==> config.mk <==
export PLATFORM = sky130hd
export DESIGN_NAME = md_iter_unit
export DESIGN_NICKNAME = d
export VERILOG_FILES = /design/src/rtl/md_iter_unit.sv
export SDC_FILE = /design/constraint.sdc
export NUM_CORES = 1
export LEC_CHECK = 0
export CORE_UTILIZATION = 55
export CTS_BUF_LIST = sky130_fd_sc_hd__clkbuf_4 sky130_fd_sc_hd__clkbuf_8
export DETAILED_ROUTE_END_ITERATION = 10
export PLACE_DENSITY_LB_ADDON = 0.2
export RECOVER_POWER = 100
export SYNTH_ARGS = -nofsm -noshare
export SYNTH_HDL_FRONTEND = slang
export SYNTH_SLANG_ARGS = --single-unit
==> constraint.sdc <==
create_clock -name clk -period 4.16 [get_ports clk]
set_input_delay 0.624 -clock clk [delete_from_list [all_inputs] [get_ports clk]]
set_output_delay 0.624 -clock clk [all_outputs]
set_load 0.02 [all_outputs]
==> src/rtl/md_iter_unit.sv <==
// Iterative RV32M multiply/divide unit: 32 shift-add or restoring-divide steps,
// one per cycle, behind a start/busy/done handshake with fixed latency.
module md_iter_unit #(
  parameter int WIDTH = 32,
  parameter int CNT_W = 6
) (
  input  logic             clk,
  input  logic             rstn,
  input  logic             start,
  input  logic [2:0]       op,
  input  logic [WIDTH-1:0] A,
  input  logic [WIDTH-1:0] B,
  output logic             busy,
  output logic             done,
  output logic [WIDTH-1:0] C
);

  typedef enum logic [1:0] {IDLE, CALC, DONE} state_t;

  state_t           state, state_n;
  logic [CNT_W-1:0] cnt;
  logic [2:0]       op_q;
  logic [WIDTH-1:0] a_q, opnd, hi, lo;
  logic             neg_q, a_neg_q, b_zero_q, ovf_q;

  // operand conditioning at accept time
  logic             is_div, a_sgn, b_sgn, a_neg, b_neg;
  logic [WIDTH-1:0] a_mag, b_mag;

  assign is_div = op[2];
  assign a_sgn  = is_div ? ~op[0] : (op != 3'b011);
  assign b_sgn  = is_div ? ~op[0] : ~op[1];
  assign a_neg  = a_sgn & A[WIDTH-1];
  assign b_neg  = b_sgn & B[WIDTH-1];
  assign a_mag  = a_neg ? -A : A;
  assign b_mag  = b_neg ? -B : B;

  // one iteration: hi/lo hold {partial product, multiplier} or {remainder, quotient/dividend}
  logic [WIDTH:0]   sum, rsh;
  logic [WIDTH-1:0] diff, hi_n, lo_n;
  logic             borrow, last;

  assign sum    = {1'b0, hi} + (lo[0] ? {1'b0, opnd} : '0);
  assign rsh    = {hi, lo[WIDTH-1]};
  assign borrow = rsh < {1'b0, opnd};
  assign diff   = rsh[WIDTH-1:0] - opnd;
  assign hi_n   = op_q[2] ? (borrow ? rsh[WIDTH-1:0] : diff) : sum[WIDTH:1];
  assign lo_n   = op_q[2] ? {lo[WIDTH-2:0], ~borrow} : {sum[0], lo[WIDTH-1:1]};
  assign last   = (cnt == CNT_W'(WIDTH-1));

  // result fix-up from the post-final-iteration values
  logic [2*WIDTH-1:0] p, p_s;
  logic [WIDTH-1:0]   q_s, r_s, res;

  assign p   = {hi_n, lo_n};
  assign p_s = neg_q ? -p : p;
  assign q_s = neg_q ? -lo_n : lo_n;
  assign r_s = a_neg_q ? -hi_n : hi_n;

  always_comb begin
    res = '0;
    if (!op_q[2])
      res = (op_q[1:0] == 2'b00) ? p_s[WIDTH-1:0] : p_s[2*WIDTH-1:WIDTH];
    else if (b_zero_q)
      res = op_q[1] ? a_q : '1;
    else if (ovf_q)
      res = op_q[1] ? '0 : {1'b1, {(WIDTH-1){1'b0}}};
    else
      res = op_q[1] ? r_s : q_s;
  end

  always_ff @(posedge clk or negedge rstn) begin
    if (!rstn) state <= IDLE;
    else       state <= state_n;
  end

  always_comb begin
    state_n = state;
    busy    = 1'b0;
    done    = 1'b0;
    case (state)
      IDLE: if (start) state_n = CALC;
      CALC: begin
        busy = 1'b1;
        if (last) state_n = DONE;
      end
      DONE: begin
        done    = 1'b1;
        state_n = IDLE;
      end
      default: state_n = IDLE;
    endcase
  end

  always_ff @(posedge clk or negedge rstn) begin
    if (!rstn) begin
      cnt      <= '0;
      op_q     <= '0;
      a_q      <= '0;
      opnd     <= '0;
      hi       <= '0;
      lo       <= '0;
      neg_q    <= 1'b0;
      a_neg_q  <= 1'b0;
      b_zero_q <= 1'b0;
      ovf_q    <= 1'b0;
      C        <= '0;
    end else if (state == IDLE && start) begin
      cnt      <= '0;
      op_q     <= op;
      a_q      <= A;
      hi       <= '0;
      lo       <= is_div ? a_mag : b_mag;
      opnd     <= is_div ? b_mag : a_mag;
      neg_q    <= a_neg ^ b_neg;
      a_neg_q  <= a_neg;
      b_zero_q <= (B == '0);
      ovf_q    <= is_div && !op[0] && (A == {1'b1, {(WIDTH-1){1'b0}}}) && (B == '1);
    end else if (state == CALC) begin
      cnt <= cnt + 1'b1;
      hi  <= hi_n;
      lo  <= lo_n;
      if (last) C <= res;
    end
  end

endmodule

### Pin placement, run 1

Pins as bars across the die edge, other pins in grey.
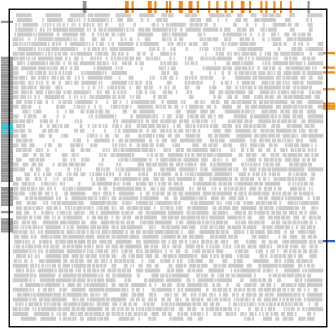
cyan -> op  # pins 3, direction input, edge west
blue -> busy  # pins 1, direction output, edge east
orange -> C  # pins 32, direction output, edge 25 north, 7 east
all pins by edge = 68 west, 28 north, 8 east

### A small window of the routed layout, run 1

Region (35, 35) to (55, 55) um. Cells in grey, sequential cells in the stronger grey; small squares are vias.
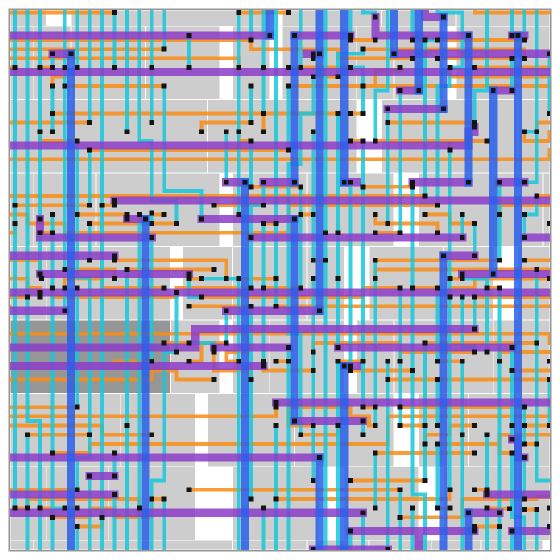
orange -> met1
cyan -> met2
purple -> met3
blue -> met4
cells with their middle in the window = 42
netlist names of flops here include = hi (1)
sequential cells in the window = 1
most frequent = buf_4 (8), nand2_1 (4), nor3_1 (3)

### Routed metal, one colour a layer, run 1

Scale bar: 50 um.
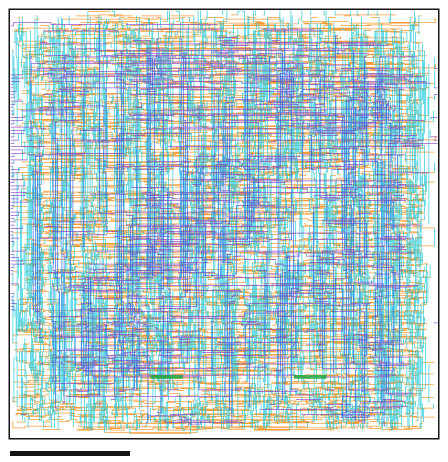
blue -> met4  # wire length 7260 um
purple -> met3  # wire length 9420 um
orange -> met1  # wire length 29.2 mm
cyan -> met2  # wire length 32.1 mm
green -> met5  # wire length 23.9 um

### Clock routing, run 1

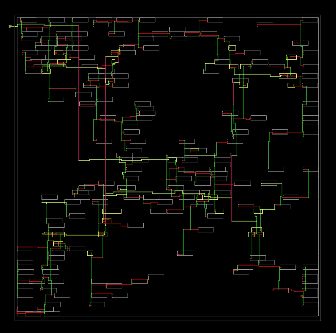
Clk. pwr: 0.00132 W
number of buffers created by CTS: 17
clkbuf count: 20
source-to-sink clock delay at the later pin of the worst-skew pair: 530 ps

==> run notes, run 1 <==
Figures from the implementation reports.

- The number of distinct library cell variants in the gate-level netlist after synthesis is 92.
- The routed design shows a via density per instance of 6.699.
- The final reports fail on max-capacitance violations, max-slew violations, negative setup slack.
- The via count of the first global-routing pass is 19395.
- The total routing usage reported by global routing is 0.4823.
- The met2 global-route usage reads 0.7032.
- The critical path crosses 19 cells after its start point.
- According to the timing report, the data required time at the worst endpoint equals 4580 ps.
- The vertical die dimension is 178.4 um.
- The synthesized netlist cell count reads 2299.
- For this design the ratio of total power to cell area is 961.8 nW/um^2.
- The final standard cell area without fillers is 22970 sq um.
- Global routing finished with a remaining overflow of 0.
- The register share after synthesis is 0.2560.
- Ranked by total cell area, the synthesized netlist is headed by sky130_fd_sc_hd__dfrtp_1 26%, sky130_fd_sc_hd__nand2_1 8.1%, sky130_fd_sc_hd__o21ai_0 6.7%.
- The run finished, with violations left.
- The worst setup skew after layout reads 17.24 ps.
- The post-DP HPWL is 58.84 mm.
- The number of placed cells counting well taps is 3032.
- The cell with the largest stage delay on the worst path reads sky130_fd_sc_hd__dfrtp_1.
- The final clock period utilization by the worst path is 1.074.
- The placeable core region reads 30590 sq um.
- The critical path arrival reads 4880 ps.
- The count of buffers added on input and output ports is 103.
- The routing usage on met3 is 0.1189.
- In the final report, the number of pins over their slew limit comes to 261.
- The area overhead of the layout relative to synthesis reads 34.27%.
- The synthesis-stage register bit count is 175.
- The total setup violations reported at the end of the flow reads 19.
- Counting the fill cells in the layout gives 2345.
- The endpoint class of the critical path is a flop.
- Per the run summary, max-cap violations total 6.
- The first detailed-routing pass ran for 7 iterations.
- The worst setup path startpoint is opnd[14].
- The logs give a warning total of 32.
- The count of nets after finishing reads 2848.
- Setup slack on the critical path of the routed design comes to -306.2 ps.
- The worst-case clock buffer depth reads 2.
- The number of instances on the worst hold path reads 2.
- The tree is rooted in a sky130_fd_sc_hd__clkbuf_8.
- The iteration-0 DRC count of the detailed router reads 2984.
- The path with the worst hold slack has its endpoint at C[6].
- The total leakage power reads 9.781 nW.
- In this run the register-to-register setup slack is -310 ps.
- The cell type group with the largest total delay on the critical path is simple AND/OR/NAND/NOR gates.
- The critical hold path startpoint is C[6].
- The average size of a mapped cell is 7.441 sq um.
- Logic depth along the worst register-to-register path is recorded as 19.
- The Yosys step of the flow raised 0 warnings.
- The layer with the highest usage after global routing reads met2.
- The top-level I/O count reads 104.
- The most repeated cell in the gate-level netlist after synthesis is sky130_fd_sc_hd__nand2_1.
- The top cell types in the final layout, fill and taps aside, are 389 x sky130_fd_sc_hd__buf_4, 363 x sky130_fd_sc_hd__nand2_1, 207 x sky130_fd_sc_hd__o21ai_0.
- The overall via count from detail_route is 20886.
- For reference, the critical path cell chain is inv_1 -> ha_4 -> nand4_1 -> or3_4 -> a211o_4 -> a21o_4 -> nand2_8 -> buf_6 -> buf_12 -> a211oi_1 -> nor2_1 -> nand3_2 -> buf_6 -> buf_6 -> nor3_4 -> nor4bb_4 -> buf_4 -> mux2i_1 -> a211oi_1.
- The reg-to-reg critical path startpoint reads opnd[14].
- The transition time of the tightest slew-check pin reads 3330 ps.
- Per the timing report, the achievable frequency comes out to 223.9 MHz.
- The endpoint of the worst setup timing path is C[30].
- According to the Yosys statistics, the synthesized design has a chip area of 17110 sq um.
- For this run, the slowest stage of the critical path takes 370 ps.
- The count of final hold-check violations reads 0.
- Among logic cells in the layout, the one with the most instances is sky130_fd_sc_hd__buf_4.
- The sort of element at the start of the critical path is a flop.
[run 1: per-stage QoR]
stage / setup WS (ps) / util / power (W)
floorplan: -38.95 / - / 0.01080
global placement: -370.2 / 0.6865 / 0.01746
detailed placement: -526.6 / 0.6865 / 0.01776
CTS: -119.6 / 0.7280 / 0.02025
global route: -428.1 / 0.7507 / 0.02297
finish: -306.2 / 0.7509 / 0.02209
[run 1: cell type report]
| type | count | area, sq um | area share |
|---|---|---|---|
| sequential | 175 | 4387 | 0.1910 |
| antenna | 2 | 5.005 | 0.0002179 |
| timing repair buffer | 533 | 4357 | 0.1897 |
| inverter | 71 | 269.0 | 0.01171 |
| tap | 396 | 495.5 | 0.02157 |
| multi-input combinational | 1909 | 13040 | 0.5676 |
| clock inverter | 12 | 148.9 | 0.006483 |
| clock buffer | 20 | 269.0 | 0.01171 |
[run 1: metal layers]
layer / vias to the layer above / wire length (um)
met5: - / 23
met2: 1598 / 32090
met3: 432 / 9419
met4: 4 / 7257
met1: 9661 / 29220
li1: 9191 / -
[run 1: kinds of logic (layout without fill, tap and decap cells)]
group	Yosys count	after routing	share of synthesized area
AOI/OAI and AO/OA	775	775	0.2920
xor gates and xnor gates	173	173	0.08858
adders and majority gates	71	71	0.05281
buffers and inverters	215	636	0.04937
DFF	175	175	0.2560
muxes	57	57	0.03525
other	0	2	0
and+or+nand+nor	833	833	0.2260
[run 1: report_power, final]
part	leakage [nW]	internal, W	switching [W]
clock network	0.210	0.000540	0.000782
logic	7.40	0.00777	0.0102
registers	2.17	0.00223	0.000574
[run 1: repair_timing]
| action | CTS | global route |
|---|---|---|
| pin swaps | 59 | 64 |
| gates cloned | 1 | 1 |
| endpoints found under the setup margin | 28 | 30 |
| buffers inserted | 33 | 21 |
| hold buffers | 0 | 0 |
| resized | 123 | 129 |
### Clock distribution, run 1

Scale bar: 50 um.
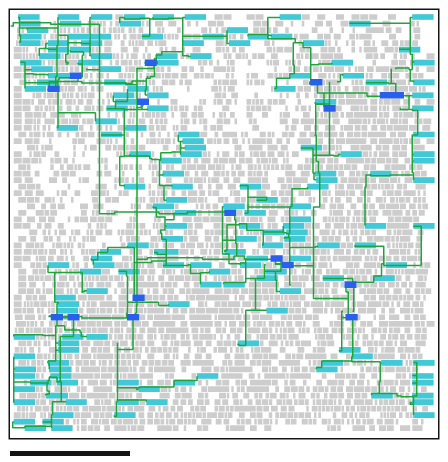

--- run 2 (diff from run 1) ---
--- a/config.mk
+++ b/config.mk
@@ -5,7 +5,7 @@
 export SDC_FILE = /design/constraint.sdc
 export NUM_CORES = 1
 export LEC_CHECK = 0
-export CORE_UTILIZATION = 55
+export CORE_UTILIZATION = 57
 export CTS_BUF_LIST = sky130_fd_sc_hd__clkbuf_4 sky130_fd_sc_hd__clkbuf_8
 export DETAILED_ROUTE_END_ITERATION = 10
 export PLACE_DENSITY_LB_ADDON = 0.2
### Clock distribution, run 2

Scale bar: 50 um.
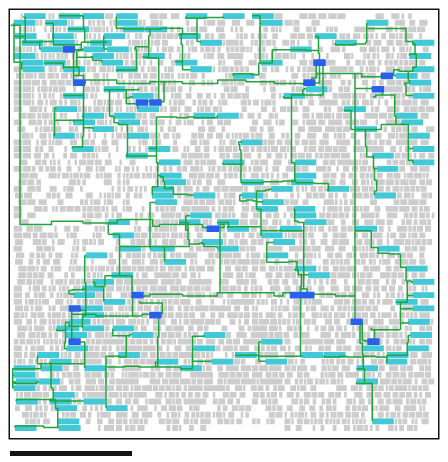
cyan -> flip-flops  # count 175
blue -> cells driving clock nets  # count 17
green -> clock wires  # length 2680 um
routed clock nets = 18

### Clock routing, run 2

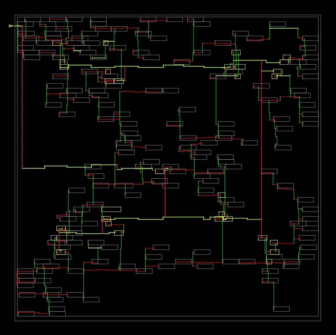
Setup Skew: 26.84 ps
clkbuf count: 18

### A small window of the routed layout, run 2

Region (34, 34) to (54, 54) um. Cells in grey, sequential cells in the stronger grey; small squares are vias.
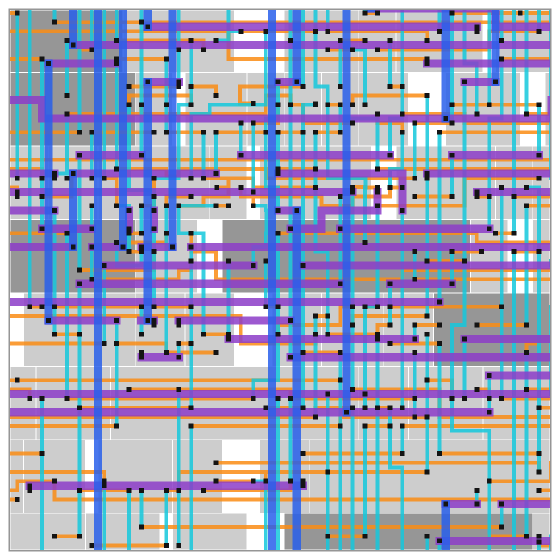
cyan -> met2
orange -> met1
purple -> met3
blue -> met4
cells with their middle in the window = 44
sequential cells in the window = 4
most frequent = buf_4 (7), nand2_1 (5)
netlist names of flops here include = lo (3), hi (1)

==> run 2 against run 1 <==
  * Count of clock-buffer cells in the layout shrank 2
  * Critical path type unchanged
  * The flow still finishes with violations (max-capacitance violations, max-slew violations, negative setup slack)
  * Utilization rose by 1.4 points
  * Sequential cell count stayed put
==> run notes, run 2 <==
Figures from the implementation reports.

- The parity-gate share of the synthesized area counting xor and xnor cells is 0.08858 (unchanged).
- The CTS buffer count is 17 (unchanged).
- The layout inverter count without the clock tree came to 71 (unchanged).
- The number of multi-input combinational cells reads 1909 (unchanged).
- The total of hold buffers inserted after clock tree synthesis is 0 (unchanged).
- The sequential-cell power consumption reads 0.00278 W (was 0.00280 W).
- The combinational gate power reads 0.0173 W (was 0.0180 W).
- The number of detailed-routing iterations run before antenna repair is 7 (unchanged).
- The internal power reads 0.01025 W (was 0.01054 W).
- The total number of sequential cells reads 175 (unchanged).
- The leading cell type in the layout, fill and taps excluded reads sky130_fd_sc_hd__buf_4 (unchanged).
- The post-CTS repair timing setup buffer count came to 14 (was 33).
- The cell type with the largest total area was sky130_fd_sc_hd__dfrtp_1 (unchanged).
- The depth of the CTS H-tree reads 4 (unchanged).
- The endpoint of the worst setup timing path is C[23] (was C[30]).
- The fraction of layout cells with a size suffix above 1 is 0.2375 (was 0.2500).
- The share of synthesized registers carrying an async set or reset is 1.000 (unchanged).
- The clock network area share was 0.01722 (was 0.01819).
- The post-detailed-route DRC marker count was 0 (unchanged).
- The share of final layout cell area taken by non-clock buffers is 0.1925 (was 0.1897).
- The highest-power group was combinational logic (unchanged).
- The final standard cell area without fillers reads 22600 sq um (was 22970 sq um).
- The residual antenna-violating net count after detailed routing is 0 (unchanged).
- The count of nets after finishing reads 2853 (was 2848).
- The post-synthesis simple-gate area fraction is 0.2260 (unchanged).
- The top cell class by occupied area is multi-input combinational cells (unchanged).
- The iteration-0 DRC count of the detailed router reads 2976 (was 2984).
- The register share after synthesis reads 0.2560 (unchanged).
- The total setup violations reported at the end of the flow is 16 (was 19).
- The main logic family after synthesis is AND-OR/OR-AND gates (unchanged).
- The final-layout setup total negative slack reads -1911 ps (was -3130 ps).
- The overall via count from detail_route is 20945 (was 20886).
- The post-cts repair resize count reads 93 (was 123).
- The most repeated cell in the gate-level netlist after synthesis is sky130_fd_sc_hd__nand2_1 (unchanged).
- The final core utilization is 0.7647 (was 0.7509).
- The number of synthesized flops with an enable pin reads 0 (unchanged).
- The number of warning messages in the logs is 30 (was 32).
- The count of final hold-check violations reads 0 (unchanged).
- The worst reg-to-reg setup slack is -220 ps (was -310 ps).
- The smallest setup slack after layout is -219.7 ps (was -306.2 ps).
- The maximum fanout encountered on the critical timing path came to 5 (was 16).
- The total count of max-transition violations in the final report is 328 (was 261).
- The reg-to-reg critical path startpoint is lo[0] (was opnd[14]).
- The total routing usage reported by global routing is 0.4948 (was 0.4823).
- The transition time of the tightest slew-check pin was 3185 ps (was 3330 ps).
- The post-synthesis share of cell area spent on full adders, half adders and majority gates reads 0.05281 (unchanged).
- The detail-routed net length per standard cell is 24.50 um (was 25.02 um).
- The average size of a mapped cell came to 7.441 sq um (unchanged).
- The number of distinct library cell variants in the gate-level netlist after synthesis reads 92 (unchanged).
- The proportion of power drawn by combinational gates reads 0.809 (was 0.813).
- The post-synthesis instance area reads 17110 sq um (unchanged).
- The placeable core region is 29560 sq um (was 30590 sq um).
- The number of max-cap violations was 7 (was 6).
- The worst reg-to-reg path cell count was 22 (was 19).
- The worst setup path startpoint reads lo[0] (was opnd[14]).
- The area overhead of the layout relative to synthesis is 32.13% (was 34.27%).
- The switching share of power reads 0.5196 (was 0.5231).
- The endpoint class of the critical path reads a flop (unchanged).
- The number of cells in the finished layout apart from fillers is 3119 (was 3118).
- The post-placement cell area is 21170 sq um (was 21000 sq um).
- The sort of element at the start of the critical path was a flop (unchanged).
- The flop share of the area reads 0.1940 (was 0.1910).
- The count of non-CTS buffers in the layout is 538 (was 533).
- The overall overflow remaining after global route came to 0 (unchanged).
- The TritonCTS clock tree was yes (unchanged).
- The final-layout worst hold slack is 484.5 ps (was 488.9 ps).
- The CTS sink count reads 175 (unchanged).
- The pre-CTS setup slack reads -412.0 ps (was -526.6 ps).
- The die boundary width is 175.2 um (was 178.4 um).
- Most common logic cells in the final layout: 400 x sky130_fd_sc_hd__buf_4, 363 x sky130_fd_sc_hd__nand2_1, 206 x sky130_fd_sc_hd__o21ai_0 (was 389 x sky130_fd_sc_hd__buf_4, 363 x sky130_fd_sc_hd__nand2_1, 207 x sky130_fd_sc_hd__o21ai_0).
- The worst-case clock buffer depth reads 2 (unchanged).
- The global-route wire length before repair was 114.2 mm (was 114.1 mm).
- The synthesis-stage register bit count is 175 (unchanged).
- The final clock period utilization by the worst path reads 1.053 (was 1.074).
- The summed standard-cell area reported by yosys reads 17110 sq um (unchanged).
- Unrepaired setup endpoints after global routing: true (unchanged).
- The critical path arrival came to 4810 ps (was 4880 ps).
- The total of fill cells in the finished design is 2263 (was 2345).
- The top-level I/O count was 104 (unchanged).
- The number of placed cells counting well taps is 3049 (was 3032).
- The post-synthesis compound-gate area fraction is 0.2920 (unchanged).
- The count of antenna diodes in the layout is 5 (was 2).
- The per-cell via count in the routed design is 6.715 (was 6.699).
- The sequential share of power is 0.130 (was 0.127).
- The routability congestion estimate from global placement is 1.112 (was 1.070).
- The proportion of power drawn by the clock network reads 0.060 (about the same).
- The peak clock frequency supported by timing reads 228.3 MHz (was 223.9 MHz).
- The vertical die dimension is 175.2 um (was 178.4 um).
- The via count of the first global-routing pass is 19464 (was 19395).
- The post-DP HPWL was 57.88 mm (was 58.84 mm).
- The total net switching power was 0.01108 W (was 0.01156 W).
- Violations in the final reports: max-capacitance violations, max-slew violations, negative setup slack (unchanged).
- The required time of the worst setup path was 4590 ps (was 4580 ps).
- The clock group power is 0.00129 W (was 0.00132 W).
- The area fraction in mux cells is 0.03525 (unchanged).
- The effective utilization at floorplan came to 0.5787 (was 0.5592).
- The total power came to 0.02133 W (was 0.02209 W).
- The count of input and output buffers is 103 (unchanged).
- The worst flop-to-flop path endpoint reads C[23] (was C[30]).
- The power per unit of standard cell area is 943.6 nW/um^2 (was 961.8 nW/um^2).
- The total of warnings raised by yosys is 0 (unchanged).
- Most area-consuming cells after synthesis: sky130_fd_sc_hd__dfrtp_1 26%, sky130_fd_sc_hd__nand2_1 8.1%, sky130_fd_sc_hd__o21ai_0 6.7% (unchanged).
- The combinational fraction of the cell area is 0.5623 (was 0.5676).
- The synthesized netlist cell count is 2299 (unchanged).
- The most used flip-flop cell after synthesis reads sky130_fd_sc_hd__dfrtp_1 (unchanged).
- The area used by multi-input combinational logic reads 12710 sq um (was 13040 sq um).
- The total leakage power is 9.713 nW (was 9.781 nW).
- The total area of sequential cells is 4384 sq um (was 4387 sq um).
- The root buffer selected by CTS is sky130_fd_sc_hd__clkbuf_8 (unchanged).
- The number of well taps came to 390 (was 396).
- The later-pin clock latency in the skew report is 550 ps (was 530 ps).
- The pin count of the biggest net entering global routing reads 96 (was 66).
- Run status: complete, but fails checks (unchanged).
- The final critical-path required period reads 4380 ps (was 4466 ps).
[run 2: worst min path at each step]
stage,cells after the start,end,from,slack [ps]
2_1_floorplan,0,C[0],rstn,330
3_3_place_gp,2,a_q[21],a_q[21],460
3_5_place_dp,2,a_q[24],a_q[24],460
4_1_cts,1,lo[31],rstn,180
5_1_grt,2,a_q[11],a_q[11],510
6_report,2,C[6],C[6],480
[run 2: worst max-delay path, cell delays in order (launching register included)]
cell	delay [ps]
sky130_fd_sc_hd__dfrtp_2	450
sky130_fd_sc_hd__and2_4	160
sky130_fd_sc_hd__ha_4	160
sky130_fd_sc_hd__fa_2	370
sky130_fd_sc_hd__a211oi_2	200
sky130_fd_sc_hd__buf_4	170
sky130_fd_sc_hd__o21ai_4	60
sky130_fd_sc_hd__a31oi_2	170
sky130_fd_sc_hd__buf_4	160
sky130_fd_sc_hd__buf_6	100
sky130_fd_sc_hd__o21ai_2	50
sky130_fd_sc_hd__xnor2_1	230
sky130_fd_sc_hd__o221ai_2	160
sky130_fd_sc_hd__nor3_2	260
sky130_fd_sc_hd__buf_4	160
sky130_fd_sc_hd__nand3_4	110
sky130_fd_sc_hd__buf_6	150
sky130_fd_sc_hd__nor4b_4	330
sky130_fd_sc_hd__buf_4	230
sky130_fd_sc_hd__nor2_2	50
sky130_fd_sc_hd__xnor2_1	150
sky130_fd_sc_hd__a221o_1	300
sky130_fd_sc_hd__o221a_2	120
[run 2: layer usage]
| layer | global-route usage | up-vias | wire length [um] | part of all wire |
|---|---|---|---|---|
| li1 | - | 9221 | - | - |
| met1 | 0.6017 | 9763 | 28140 | 0.37 |
| met2 | 0.7226 | 1539 | 31760 | 0.42 |
| met3 | 0.1682 | 418 | 9605 | 0.13 |
| met4 | 0.3703 | 4 | 6859 | 0.090 |
| met5 | 0 | - | 59 | 0.00077 |
No activity file was given, so power comes from the tool's default toggle rates.
